===== config.mk =====
export PLATFORM = sky130hd
export DESIGN_NAME = vtp_cmd_arbiter_flat
export DESIGN_NICKNAME = d
export VERILOG_FILES = /design/src/rtl/vtp_cmd_arbiter_if.sv /design/src/rtl/vtp_cmd_arbiter.sv /design/src/flat_wrapper.sv
export SDC_FILE = /design/constraint.sdc
export NUM_CORES = 1
export LEC_CHECK = 0
export CAP_MARGIN = 0
export CORE_AREA = 2 2 344 346
export CTS_BUF_LIST = sky130_fd_sc_hd__clkbuf_8
export CTS_CLUSTER_SIZE = 20
export DETAILED_ROUTE_END_ITERATION = 8
export DIE_AREA = 0 0 346 348
export SKIP_LAST_GASP = 1
export SYNTH_ARGS = -nofsm -noshare
export SYNTH_HDL_FRONTEND = slang
export SYNTH_SLANG_ARGS = --single-unit

===== constraint.sdc =====
create_clock -name clk -period 3.6 [get_ports clk]
set_clock_uncertainty 0.1 [all_clocks]
set_input_delay 0.72 -clock clk [delete_from_list [all_inputs] [get_ports clk]]
set_output_delay 0.72 -clock clk [all_outputs]
set_load 0.01 [all_outputs]

===== src/rtl/vtp_cmd_arbiter_if.sv =====
// Bundle of the arbiter's requester, shared-FIFO and response-delivery signals.
// The arbiter side uses the master modport; the surrounding FIFOs use slave.
interface vtp_cmd_arbiter_if #(
    parameter int CMD_WIDTH   = 256,
    parameter int RESP_WIDTH  = 8,
    parameter int ORDER_DEPTH = 8
);
    localparam int OCC_W = $clog2(ORDER_DEPTH) + 1;

    // Handshakes are FIFO style: a pop (rd_en) is only legal while the matching
    // empty is low and takes the head word that same cycle; a push (wr_en) is
    // only started while the matching prog_full is low, which leaves one slot of slack.
    logic                  i_ee_cmd_empty;
    logic [CMD_WIDTH-1:0]  iv_ee_cmd_data;
    logic                  o_ee_cmd_rd_en;
    logic                  i_rwm_cmd_empty;
    logic [CMD_WIDTH-1:0]  iv_rwm_cmd_data;
    logic                  o_rwm_cmd_rd_en;

    logic                  o_vtp_cmd_wr_en;
    logic [CMD_WIDTH-1:0]  ov_vtp_cmd_data;
    logic                  i_vtp_cmd_prog_full;

    logic                  i_vtp_resp_empty;
    logic [RESP_WIDTH-1:0] iv_vtp_resp_data;
    logic                  o_vtp_resp_rd_en;

    logic                  o_ee_resp_wr_en;
    logic [RESP_WIDTH-1:0] ov_ee_resp_data;
    logic                  i_ee_resp_prog_full;
    logic                  o_rwm_resp_wr_en;
    logic [RESP_WIDTH-1:0] ov_rwm_resp_data;
    logic                  i_rwm_resp_prog_full;

    logic [OCC_W-1:0]      ov_outstanding;
    logic [31:0]           ov_ee_cmd_cnt;
    logic [31:0]           ov_rwm_cmd_cnt;

    modport master (
        input  i_ee_cmd_empty, iv_ee_cmd_data,
        output o_ee_cmd_rd_en,
        input  i_rwm_cmd_empty, iv_rwm_cmd_data,
        output o_rwm_cmd_rd_en,
        output o_vtp_cmd_wr_en, ov_vtp_cmd_data,
        input  i_vtp_cmd_prog_full,
        input  i_vtp_resp_empty, iv_vtp_resp_data,
        output o_vtp_resp_rd_en,
        output o_ee_resp_wr_en, ov_ee_resp_data,
        input  i_ee_resp_prog_full,
        output o_rwm_resp_wr_en, ov_rwm_resp_data,
        input  i_rwm_resp_prog_full,
        output ov_outstanding, ov_ee_cmd_cnt, ov_rwm_cmd_cnt
    );

    modport slave (
        output i_ee_cmd_empty, iv_ee_cmd_data,
        input  o_ee_cmd_rd_en,
        output i_rwm_cmd_empty, iv_rwm_cmd_data,
        input  o_rwm_cmd_rd_en,
        input  o_vtp_cmd_wr_en, ov_vtp_cmd_data,
        output i_vtp_cmd_prog_full,
        output i_vtp_resp_empty, iv_vtp_resp_data,
        input  o_vtp_resp_rd_en,
        input  o_ee_resp_wr_en, ov_ee_resp_data,
        output i_ee_resp_prog_full,
        input  o_rwm_resp_wr_en, ov_rwm_resp_data,
        output i_rwm_resp_prog_full,
        input  ov_outstanding, ov_ee_cmd_cnt, ov_rwm_cmd_cnt
    );
endinterface


===== src/rtl/vtp_cmd_arbiter.sv =====
// Round-robin arbiter sharing one VirtToPhys command FIFO between EE and RWM,
// with an order FIFO that steers each response back to its issuer in issue order.
module vtp_cmd_arbiter #(
    parameter int CMD_WIDTH   = 256,
    parameter int RESP_WIDTH  = 8,
    parameter int ORDER_DEPTH = 8
) (
    input  logic              clk,
    input  logic              rst,
    vtp_cmd_arbiter_if.master bus
);
    localparam int   PTR_W   = $clog2(ORDER_DEPTH);
    localparam int   OCC_W   = PTR_W + 1;
    localparam logic REQ_EE  = 1'b0;
    localparam logic REQ_RWM = 1'b1;

    logic                  last_grant;
    logic [OCC_W-1:0]      occupancy;
    logic [PTR_W-1:0]      wr_ptr;
    logic [PTR_W-1:0]      rd_ptr;
    logic                  order_mem [ORDER_DEPTH];
    logic [31:0]           ee_cnt;
    logic [31:0]           rwm_cnt;

    logic                  cmd_wr_en_q;
    logic [CMD_WIDTH-1:0]  cmd_data_q;
    logic                  ee_resp_wr_q;
    logic [RESP_WIDTH-1:0] ee_resp_data_q;
    logic                  rwm_resp_wr_q;
    logic [RESP_WIDTH-1:0] rwm_resp_data_q;

    logic ee_req;
    logic rwm_req;
    logic order_full;
    logic order_empty;
    logic can_grant;
    logic grant_ee;
    logic grant_rwm;
    logic grant_any;
    logic grant_id;
    logic head_id;
    logic head_blocked;
    logic route;

    // Grants are gated by rst so no pop leaks out while the block is held in reset.
    always_comb begin
        ee_req      = !bus.i_ee_cmd_empty;
        rwm_req     = !bus.i_rwm_cmd_empty;
        order_full  = (occupancy == OCC_W'(ORDER_DEPTH));
        order_empty = (occupancy == '0);
        can_grant   = rst && !bus.i_vtp_cmd_prog_full && !order_full && (ee_req || rwm_req);
        grant_ee    = 1'b0;
        grant_rwm   = 1'b0;
        if (can_grant) begin
            if (ee_req && rwm_req) begin
                if (last_grant == REQ_RWM) grant_ee = 1'b1;
                else                       grant_rwm = 1'b1;
            end else begin
                grant_ee  = ee_req;
                grant_rwm = rwm_req;
            end
        end
        grant_any = grant_ee || grant_rwm;
        grant_id  = grant_rwm ? REQ_RWM : REQ_EE;
    end

    always_comb begin
        head_id      = order_mem[rd_ptr];
        head_blocked = (head_id == REQ_RWM) ? bus.i_rwm_resp_prog_full : bus.i_ee_resp_prog_full;
        route        = rst && !bus.i_vtp_resp_empty && !order_empty && !head_blocked;
    end

    always_ff @(posedge clk or negedge rst) begin
        if (!rst) begin
            last_grant <= REQ_RWM;
        end else if (grant_any) begin
            last_grant <= grant_id;
        end
    end

    always_ff @(posedge clk or negedge rst) begin
        if (!rst) begin
            cmd_wr_en_q <= 1'b0;
            cmd_data_q  <= '0;
        end else begin
            cmd_wr_en_q <= grant_any;
            if (grant_any) begin
                cmd_data_q <= grant_ee ? bus.iv_ee_cmd_data : bus.iv_rwm_cmd_data;
            end
        end
    end

    // Order-FIFO storage needs no reset: only entries between the pointers are read.
    always_ff @(posedge clk) begin
        if (grant_any) begin
            order_mem[wr_ptr] <= grant_id;
        end
    end

    always_ff @(posedge clk or negedge rst) begin
        if (!rst) begin
            wr_ptr    <= '0;
            rd_ptr    <= '0;
            occupancy <= '0;
        end else begin
            if (grant_any) wr_ptr <= wr_ptr + 1'b1;
            if (route)     rd_ptr <= rd_ptr + 1'b1;
            case ({grant_any, route})
                2'b10:   occupancy <= occupancy + 1'b1;
                2'b01:   occupancy <= occupancy - 1'b1;
                default: occupancy <= occupancy;
            endcase
        end
    end

    always_ff @(posedge clk or negedge rst) begin
        if (!rst) begin
            ee_resp_wr_q    <= 1'b0;
            ee_resp_data_q  <= '0;
            rwm_resp_wr_q   <= 1'b0;
            rwm_resp_data_q <= '0;
        end else begin
            ee_resp_wr_q  <= route && (head_id == REQ_EE);
            rwm_resp_wr_q <= route && (head_id == REQ_RWM);
            if (route && (head_id == REQ_EE))  ee_resp_data_q  <= bus.iv_vtp_resp_data;
            if (route && (head_id == REQ_RWM)) rwm_resp_data_q <= bus.iv_vtp_resp_data;
        end
    end

    always_ff @(posedge clk or negedge rst) begin
        if (!rst) begin
            ee_cnt  <= '0;
            rwm_cnt <= '0;
        end else begin
            if (grant_ee)  ee_cnt  <= ee_cnt + 32'd1;
            if (grant_rwm) rwm_cnt <= rwm_cnt + 32'd1;
        end
    end

    assign bus.o_ee_cmd_rd_en   = grant_ee;
    assign bus.o_rwm_cmd_rd_en  = grant_rwm;
    assign bus.o_vtp_cmd_wr_en  = cmd_wr_en_q;
    assign bus.ov_vtp_cmd_data  = cmd_data_q;
    assign bus.o_vtp_resp_rd_en = route;
    assign bus.o_ee_resp_wr_en  = ee_resp_wr_q;
    assign bus.ov_ee_resp_data  = ee_resp_data_q;
    assign bus.o_rwm_resp_wr_en = rwm_resp_wr_q;
    assign bus.ov_rwm_resp_data = rwm_resp_data_q;
    assign bus.ov_outstanding   = occupancy;
    assign bus.ov_ee_cmd_cnt    = ee_cnt;
    assign bus.ov_rwm_cmd_cnt   = rwm_cnt;

    a_grant_onehot: assert property (@(posedge clk) disable iff (!rst)
        !(grant_ee && grant_rwm));
    a_ee_pop_nonempty: assert property (@(posedge clk) disable iff (!rst)
        !(grant_ee && bus.i_ee_cmd_empty));
    a_rwm_pop_nonempty: assert property (@(posedge clk) disable iff (!rst)
        !(grant_rwm && bus.i_rwm_cmd_empty));
    a_occ_bound: assert property (@(posedge clk) disable iff (!rst)
        occupancy <= OCC_W'(ORDER_DEPTH));
    a_pop_nonempty: assert property (@(posedge clk) disable iff (!rst)
        !(route && order_empty));
endmodule


===== src/flat_wrapper.sv =====
// flat-port wrapper written by rule: the top's interface ports become plain ports
module vtp_cmd_arbiter_flat 
#(
    parameter int CMD_WIDTH   = 256,
    parameter int RESP_WIDTH  = 8,
    parameter int ORDER_DEPTH = 8
)
  (clk, rst, bus_i_ee_cmd_empty, bus_iv_ee_cmd_data, bus_o_ee_cmd_rd_en, bus_i_rwm_cmd_empty, bus_iv_rwm_cmd_data, bus_o_rwm_cmd_rd_en, bus_o_vtp_cmd_wr_en, bus_ov_vtp_cmd_data, bus_i_vtp_cmd_prog_full, bus_i_vtp_resp_empty, bus_iv_vtp_resp_data, bus_o_vtp_resp_rd_en, bus_o_ee_resp_wr_en, bus_ov_ee_resp_data, bus_i_ee_resp_prog_full, bus_o_rwm_resp_wr_en, bus_ov_rwm_resp_data, bus_i_rwm_resp_prog_full, bus_ov_outstanding, bus_ov_ee_cmd_cnt, bus_ov_rwm_cmd_cnt);
  vtp_cmd_arbiter_if #(.CMD_WIDTH(CMD_WIDTH), .RESP_WIDTH(RESP_WIDTH), .ORDER_DEPTH(ORDER_DEPTH)) bus_i ();
  input  logic clk;
  input  logic rst;
  input wire logic [$bits(bus_i.i_ee_cmd_empty)-1:0] bus_i_ee_cmd_empty;
  input wire logic [$bits(bus_i.iv_ee_cmd_data)-1:0] bus_iv_ee_cmd_data;
  output wire logic [$bits(bus_i.o_ee_cmd_rd_en)-1:0] bus_o_ee_cmd_rd_en;
  input wire logic [$bits(bus_i.i_rwm_cmd_empty)-1:0] bus_i_rwm_cmd_empty;
  input wire logic [$bits(bus_i.iv_rwm_cmd_data)-1:0] bus_iv_rwm_cmd_data;
  output wire logic [$bits(bus_i.o_rwm_cmd_rd_en)-1:0] bus_o_rwm_cmd_rd_en;
  output wire logic [$bits(bus_i.o_vtp_cmd_wr_en)-1:0] bus_o_vtp_cmd_wr_en;
  output wire logic [$bits(bus_i.ov_vtp_cmd_data)-1:0] bus_ov_vtp_cmd_data;
  input wire logic [$bits(bus_i.i_vtp_cmd_prog_full)-1:0] bus_i_vtp_cmd_prog_full;
  input wire logic [$bits(bus_i.i_vtp_resp_empty)-1:0] bus_i_vtp_resp_empty;
  input wire logic [$bits(bus_i.iv_vtp_resp_data)-1:0] bus_iv_vtp_resp_data;
  output wire logic [$bits(bus_i.o_vtp_resp_rd_en)-1:0] bus_o_vtp_resp_rd_en;
  output wire logic [$bits(bus_i.o_ee_resp_wr_en)-1:0] bus_o_ee_resp_wr_en;
  output wire logic [$bits(bus_i.ov_ee_resp_data)-1:0] bus_ov_ee_resp_data;
  input wire logic [$bits(bus_i.i_ee_resp_prog_full)-1:0] bus_i_ee_resp_prog_full;
  output wire logic [$bits(bus_i.o_rwm_resp_wr_en)-1:0] bus_o_rwm_resp_wr_en;
  output wire logic [$bits(bus_i.ov_rwm_resp_data)-1:0] bus_ov_rwm_resp_data;
  input wire logic [$bits(bus_i.i_rwm_resp_prog_full)-1:0] bus_i_rwm_resp_prog_full;
  output wire logic [$bits(bus_i.ov_outstanding)-1:0] bus_ov_outstanding;
  output wire logic [$bits(bus_i.ov_ee_cmd_cnt)-1:0] bus_ov_ee_cmd_cnt;
  output wire logic [$bits(bus_i.ov_rwm_cmd_cnt)-1:0] bus_ov_rwm_cmd_cnt;
  assign bus_i.i_ee_cmd_empty = bus_i_ee_cmd_empty;
  assign bus_i.iv_ee_cmd_data = bus_iv_ee_cmd_data;
  assign bus_o_ee_cmd_rd_en = bus_i.o_ee_cmd_rd_en;
  assign bus_i.i_rwm_cmd_empty = bus_i_rwm_cmd_empty;
  assign bus_i.iv_rwm_cmd_data = bus_iv_rwm_cmd_data;
  assign bus_o_rwm_cmd_rd_en = bus_i.o_rwm_cmd_rd_en;
  assign bus_o_vtp_cmd_wr_en = bus_i.o_vtp_cmd_wr_en;
  assign bus_ov_vtp_cmd_data = bus_i.ov_vtp_cmd_data;
  assign bus_i.i_vtp_cmd_prog_full = bus_i_vtp_cmd_prog_full;
  assign bus_i.i_vtp_resp_empty = bus_i_vtp_resp_empty;
  assign bus_i.iv_vtp_resp_data = bus_iv_vtp_resp_data;
  assign bus_o_vtp_resp_rd_en = bus_i.o_vtp_resp_rd_en;
  assign bus_o_ee_resp_wr_en = bus_i.o_ee_resp_wr_en;
  assign bus_ov_ee_resp_data = bus_i.ov_ee_resp_data;
  assign bus_i.i_ee_resp_prog_full = bus_i_ee_resp_prog_full;
  assign bus_o_rwm_resp_wr_en = bus_i.o_rwm_resp_wr_en;
  assign bus_ov_rwm_resp_data = bus_i.ov_rwm_resp_data;
  assign bus_i.i_rwm_resp_prog_full = bus_i_rwm_resp_prog_full;
  assign bus_ov_outstanding = bus_i.ov_outstanding;
  assign bus_ov_ee_cmd_cnt = bus_i.ov_ee_cmd_cnt;
  assign bus_ov_rwm_cmd_cnt = bus_i.ov_rwm_cmd_cnt;
  vtp_cmd_arbiter #(.CMD_WIDTH(CMD_WIDTH), .RESP_WIDTH(RESP_WIDTH), .ORDER_DEPTH(ORDER_DEPTH)) u_core (.clk(clk), .rst(rst), .bus(bus_i));
endmodule

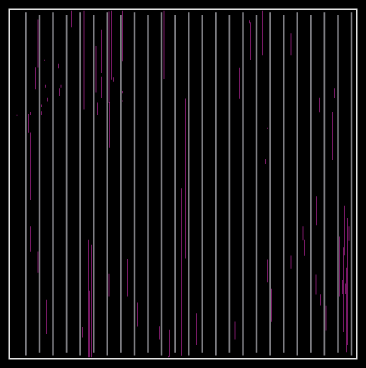
Figure 1: run 1, signal wires on met4.
(1 px per um) Supply wires on this layer in grey.
main direction: vertical
longest straight run: 167 um
wire length on this layer: 2480 um
nets with wire on the layer: 43
share of all routed wire: 2.9%

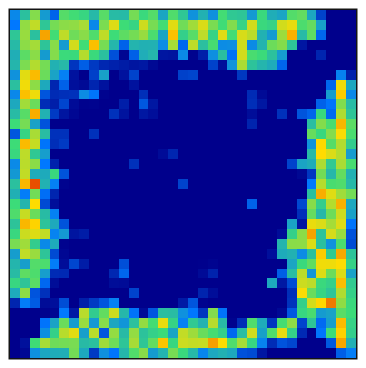
Figure 2: run 1, local utilization.
(1 px per um) 35 x 35 tiles, from dark blue (low) to red (high), 0 to 100% covered.
nearly empty tiles: 47%
emptiest ninth of the die: centre
mean over tiles: 22%
tiles over 75% full: 2.4%

==> summary.txt, run 1 <==
yosys + openroad results -> status=finished, final reports clean, cts hold-fix bufs=1, Placer Congestion=0.887, max-slew violations=0, switching power=5980 uW, mapped cell area=16000 um^2, Reg power frac=36.2%, Mapped Avg Cell Area=8.99 um^2, Post-CTS Setup Inserts=0, vias in the first global route=16.3k, Slew Limit Headroom=40.7%, Commonest flop=dfrtp_1, Seq/Total Area, Yosys=56.4%, # IOs=874, die span in x=346 um, dpl ws=90.7 ps, Cell Type Count=49, Final period util=94.3%, total gr overflow=0, comb pwr=6430 uW, die height=348 um, final wirelength=84900 um, top power group=combinational logic, Max VDD drop=0.000262 V, Worst setup endpoint=bus_o_vtp_resp_rd_en, Top cell area share=54.7%, cell taking the most area after synthesis=dfrtp_1, gr busiest metal=met2, Final TNS setup=0 ps, Sequential Power=6070 uW, top layer reached by signal wires=met5, final core utilization=24.1%, die area=120000 um^2, Worst Hold Class=input pin to async pin, post-route minimum period=3400 ps, Critical Path End Type=output port, TritonRoute pass-1 iters=5, H-tree depth=3, DR vias=16.4k, placed cells=4123, biggest area cells=dfrtp_1 55%, nand2_1 13%, a31oi_1 10%, Sink Count=358, clock buffer count from CTS=69, met1 WL=35600 um, detailed-route DRC error count=0, RSZ-0062 raised after global routing=no, cells after synthesis=1776, area grow syn2layout=76.6%, most common cell in the netlist=nand2_1, critical path depth in cells=5, cell-internal power=10800 uW, CTS Buffer Depth=3, global-route wire length before repair=118000 um, CP required=2780 ps, Clk pwr share=25.5%, RR Endpoint=u_core.bus.ov_outstanding[3], switching fraction of total power=35.6%, Comb pwr share=38.3%, GR Util met1=16.7%, Post-synth ARST share=97.8%, CP Launch Point=u_core.rd_ptr[0], Post-DRT Antenna Nets=0, largest net degree at the start of global routing=133, P_clk=4280 uW, syn nets=2311, Crit Path Max Fanout=6, Worst EP arrival=2580 ps, Worst Max-Slew Pin Slew=889 ps, post-CTS sizing=1, row count=126, Latency at later pin=660 ps, DRT iter0 DRCs=899, Reg2Reg Setup Slack=740 ps, Critical Path Start Type=flop, EDFF count, synth=8, Pwr Density=595 nW/um^2, Reg2Reg Launch Point=u_core.rd_ptr[0], Global Route met2 Usage=21.3%, Top cell excl fill/tap=clkdlybuf4s50_1, max_cap viols=0, Crit path largest cell delay=590 ps
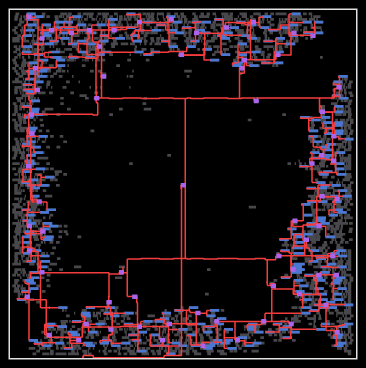
Figure 3: run 1, clock wires, drivers and flops.
(1 px per um)
[clock-net drivers] purple | count: 69
[clock wires] red | length: 6640 um
[flip-flops] blue | count: 358
routed clock nets: 70
flops lie: widely spread

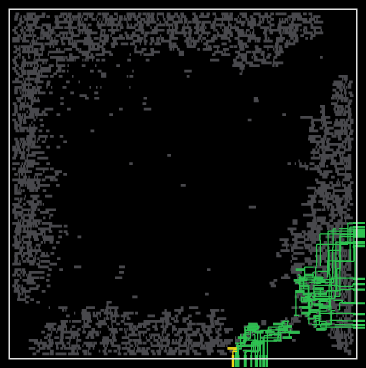
Figure 4: run 1, nets reached from selected ports.
(1 px per um)
[bus_o_ee_resp_wr_en] yellow | bits: 1 | direction: output | edge: south | end cells: 1 | buffers: 1 | wire: 14.9 um
[bus_ov_ee_cmd_cnt] green | bits: 32 | direction: output | edge: 19 east, 13 south | end cells: 32 | buffers: 32 | wire: 2650 um

==> run 1: metrics by stage <==
stage	area [um^2]	power, uW	hold slack (ps)
after floorplan	16000	8200	324
after global placement	26700	12600	361
after detailed placement	26700	12700	356
after CTS	28200	17100	24.1
after global routing	28200	17800	87.1
final	28200	16800	110
==> run 1: logic make-up after synthesis <==
logic type / after synthesis / share of synthesized area [%]
simple gates: 921 / 23.6
flops: 358 / 56.4
compound gates: 265 / 10.4
buf+inv: 131 / 3.50
xor+xnor: 71 / 3.90
mux: 23 / 1.61
fa+ha+maj: 7 / 0.549
==> run 1: area by class of cell <==
class,count,area (um^2)
fillers,12636,88800
repair buffers,932,9360
flip-flops and latches,358,9000
multi-input cells,1287,6410
well taps,1536,1920
clock buffers,85,1170
clock inverters,37,258
inverters,11,53.8
diodes,4,10.0
==> inputs of run 2 (changes only) <==
Settings changed: SLEW_MARGIN from default to 25.
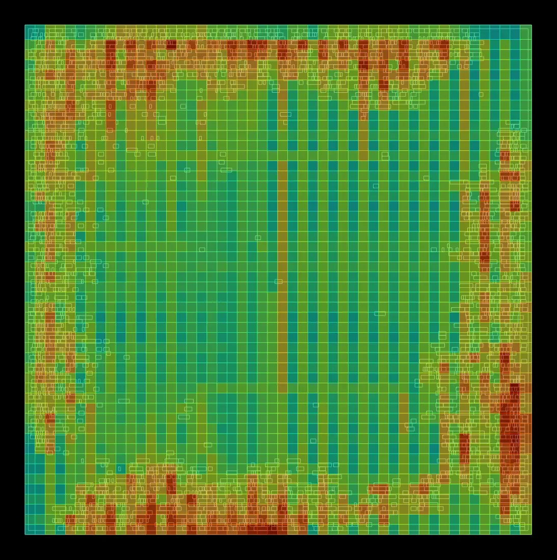
Figure 5: run 2, congestion heat map.
Global Route met2 Usage: 21.3%
met3 Use GR: 5.49%

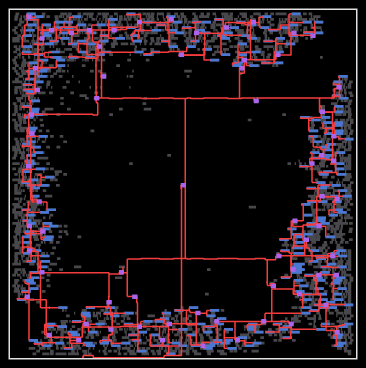
Figure 6: run 2, clock wires, drivers and flops.
(1 px per um)
[clock wires] red | length: 6640 um
[flip-flops] blue | count: 358
[clock-net drivers] purple | count: 69
routed clock nets: 70
flops lie: widely spread

==> run 2 against run 1 <==
  * Routed wire length unchanged
  * Total power unchanged
  * Via count unchanged
  * Flip-flop count unchanged
  * Sequential share of layout area unchanged
  * Global-route usage unchanged
  * Count of clock-buffer cells in the layout unchanged
  * Combinational power about the same
  * Final cell count unchanged
  * Largest power group unchanged
==> summary.txt, run 2 <==
yosys + openroad results -> cts hold-fix bufs=1, Post-CTS Setup Inserts=0, # IOs=874, status=finished, final reports clean, Simple Share, Synth=23.6%, post-route minimum period=3400 ps, Post-synth ARST share=97.8%, switching fraction of total power=35.6%, detailed-route DRC error count=0, cell-internal power=10800 uW, most common cell in the netlist=nand2_1, Commonest flop=dfrtp_1, die height=348 um, Critical Path End Type=output port, H-tree depth=3, CP required=2780 ps, Sink Count=358, DR vias=16.4k, RR Endpoint=u_core.bus.ov_outstanding[3], RSZ-0062 raised after global routing=no, cells after synthesis=1776, clock buffer count from CTS=69, Finished Cell Area=28200 um^2, Reg power frac=36.2%, Clk pwr share=25.5%, DRT iter0 DRCs=899, cell taking the most area after synthesis=dfrtp_1, CP Launch Point=u_core.rd_ptr[0], placed standard-cell area=26700 um^2, Comb pwr share=38.3%, Worst EP arrival=2580 ps, Overall Power=16800 uW, biggest area cells=dfrtp_1 55%, nand2_1 13%, a31oi_1 10%, mapped cell area=16000 um^2, final wirelength=84900 um, Crit Path Max Fanout=6, post-CTS sizing=1, Pwr Density=595 nW/um^2, EDFF count, synth=8
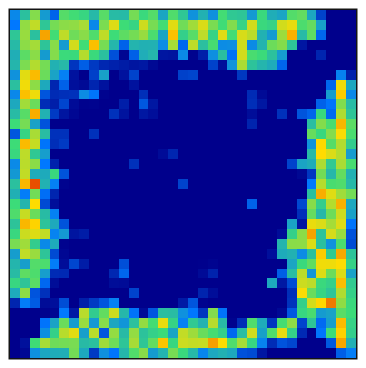
Figure 7: run 2, local utilization.
(1 px per um) 35 x 35 tiles, from dark blue (low) to red (high), 0 to 100% covered.
fullest tile: 91%
densest ninth of the die: north-west
mean over tiles: 22%

## run 2: cell counts in the layout (fill, tap and decap cells not counted)
No cell type changed its count.
## run 2: layer usage
metal  track usage (%)  share of wire [%]
met3              5.49                9.8
met5                 0               0.21
met2              21.3                 45
met4              4.75                2.9
met1              16.7                 42
## run 2: layout make-up
cell class / count / area [um^2] / share of cell area, %
Timing Repair Buffer: 932 / 9360 / 33.2
Sequential cell: 358 / 9000 / 31.9
Tap cell: 1536 / 1920 / 6.82
Antenna cell: 4 / 10.0 / 0.0355
Clock inverter: 37 / 258 / 0.914
Multi-Input combinational cell: 1287 / 6410 / 22.7
Inverter: 11 / 53.8 / 0.191
Clock buffer: 85 / 1170 / 4.15
Figure 8. Signal wires on met4 (run 2).
(1 px per um) Supply wires on this layer in grey.
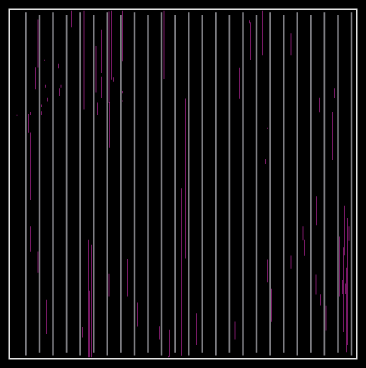

==> inputs of run 3 (changes only) <==
Settings changed: ABC_AREA from default to 1, CORE_AREA 2 2 344 346 to 2 2 337 339, DIE_AREA 0 0 346 348 to 0 0 339 341.
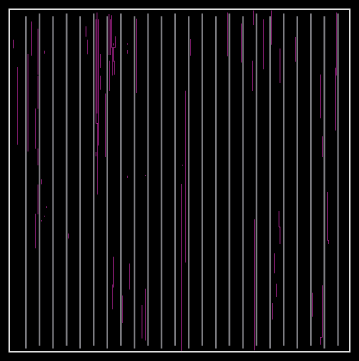
Figure 9: run 3, signal wires on met4.
(1 px per um) Supply wires on this layer in grey.
longest straight run: 171 um
share of all routed wire: 2.6%
wire length on this layer: 2600 um
main direction: vertical
nets with wire on the layer: 46

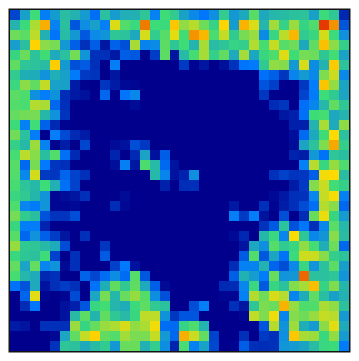
Figure 10: run 3, local utilization.
(1 px per um) 34 x 34 tiles, from dark blue (low) to red (high), 0 to 100% covered.
emptiest ninth of the die: centre
fullest tile: 94%
nearly empty tiles: 37%
densest ninth of the die: south-east
mean over tiles: 24%

==> run 3 against run 2 <==
  * Critical path type is now input pin to output port
  * Sequential share of layout area decreased by 1.1 points
  * Combinational power grew about 30%
  * Maximum frequency increased by 0.55%
  * Die size fell by 4.0%
  * Core utilization grew 2.0 points
  * Critical endpoint is now bus_o_rwm_cmd_rd_en
  * Register-to-register slack better by 180 ps
  * Global-route usage is 3.0 points higher
  * First-iteration DRC count up 27%
  * Cell area grew 3.6%
==> summary.txt, run 3 <==
yosys + openroad results -> Top cell area share=50.5%, post-route minimum period=3380 ps, # IOs=874, ANT cells=8, Placer Congestion=0.908, Crit Path Max Fanout=10, largest net degree at the start of global routing=168, Post-Synth AOI/OAI Area=13.3%, status=finished, final reports clean, Max VDD drop=0.000268 V, Worst setup endpoint=bus_o_rwm_cmd_rd_en, total gr overflow=0, cts hold-fix bufs=2, Filler cells=12.2k, die area=116000 um^2, logic area=7120 um^2, Final TNS setup=0 ps, Finished Cell Area=29200 um^2, Mapped Avg Cell Area=7.87 um^2, Worst Max-Slew Pin Slew=1110 ps, global-route wire length before repair=138000 um, Simple Share, Synth=24.3%, P_clk=4560 uW, DRT iter0 DRCs=1139, Reg2Reg Launch Point=u_core.rd_ptr[0], mux share=0.0651%, row count=123, final wirelength=99600 um, Post-synth ARST share=97.8%, CTS Buffer Depth=3, most common cell in the netlist=nand2_1, XORs/XNORs by Area=2.94%, Cell Type Count=34, Layout non-clock buf frac=31.2%, Post-DRT Antenna Nets=0, Comb/total area=24.4%, switching power=7620 uW, max_cap viols=0, flop share of the area=30.8%, biggest area cells=dfrtp_1 51%, nand2_1 13%, a21oi_1 10%, placed standard-cell area=27700 um^2, Flops=358, Seq/Total Area, Yosys=52.0%, Clk pwr share=23.2%, Slew Limit Headroom=25.7%, Sequential Power=6760 uW, DR vias=18.6k, dpl ws=76.3 ps, Worst Hold Class=flop to flop, placed cells=4473, # clk buffers=85, Pwr Density=675 nW/um^2, final hold slack=384 ps, die height=341 um, Reg power frac=34.3%, top power group=combinational logic, Critical Path End Type=output port, Leading cell kind=non-clock buffers, Reg2Reg Setup Slack=920 ps, CP required=2780 ps, Adder Area Share=0.506%, total area of sequential cells=9000 um^2, Taps Inserted=1500, Final period util=93.8%, syn nets=2731, comb pwr=8380 uW, max-slew violations=0, cell-internal power=12100 uW, Top cell excl fill/tap=clkdlybuf4s50_1, Crit path largest cell delay=580 ps, mapped cell area=17300 um^2, Latency at later pin=690 ps, area grow syn2layout=68.9%, # Cells Yosys=2196, EDFF count, synth=8, vias in the first global route=18.3k, Worst EP arrival=2560 ps, Critical Path Start Type=input pin, switching fraction of total power=38.7%, clock buffer count from CTS=73, detailed-route DRC error count=0, cells after synthesis=2196, Sink Count=358, number of signal-net inverters in the final layout=149, Synth logic family=simple AND/OR/NAND/NOR gates
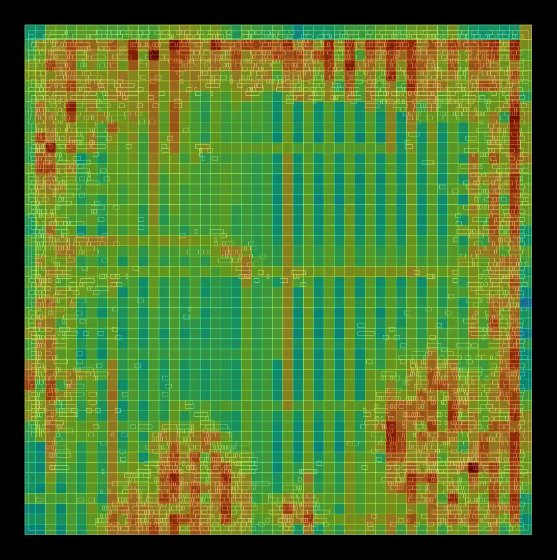
Figure 11: run 3, congestion heat map.
Tot GR Track Use: 16.6%
final core utilization: 26.1%
Global Route met2 Usage: 27.6%
gr busiest metal: met2
GR Util met1: 20.8%

run 3: cell types whose count changed in the layout (fill, tap and decap cells not counted), moves of 10 or more:
cell     previous run  this run
a21oi_1             2       361
a31oi_1           256         0
buf_4              44        13
inv_1              34       172
mux2_1             10         0
mux2_2             11         1
nand2_1           554       608
nand3_1            21       113
nand4_1            20        10
nor3_1             11        27
o21ai_0             1        89
xnor2_1            51        18
xor2_1             20        40
run 3: layer usage:
metal / GRT usage, % / vias to the layer above / share of wire [%]
met4: 4.84 / 24 / 2.6
met1: 20.8 / 8803 / 42
met3: 4.75 / 146 / 7.9
met2: 27.6 / 820 / 47
li1: - / 8812 / -
met5: 0 / - / 0.15
No activity file was given, so power comes from the tool's default toggle rates.
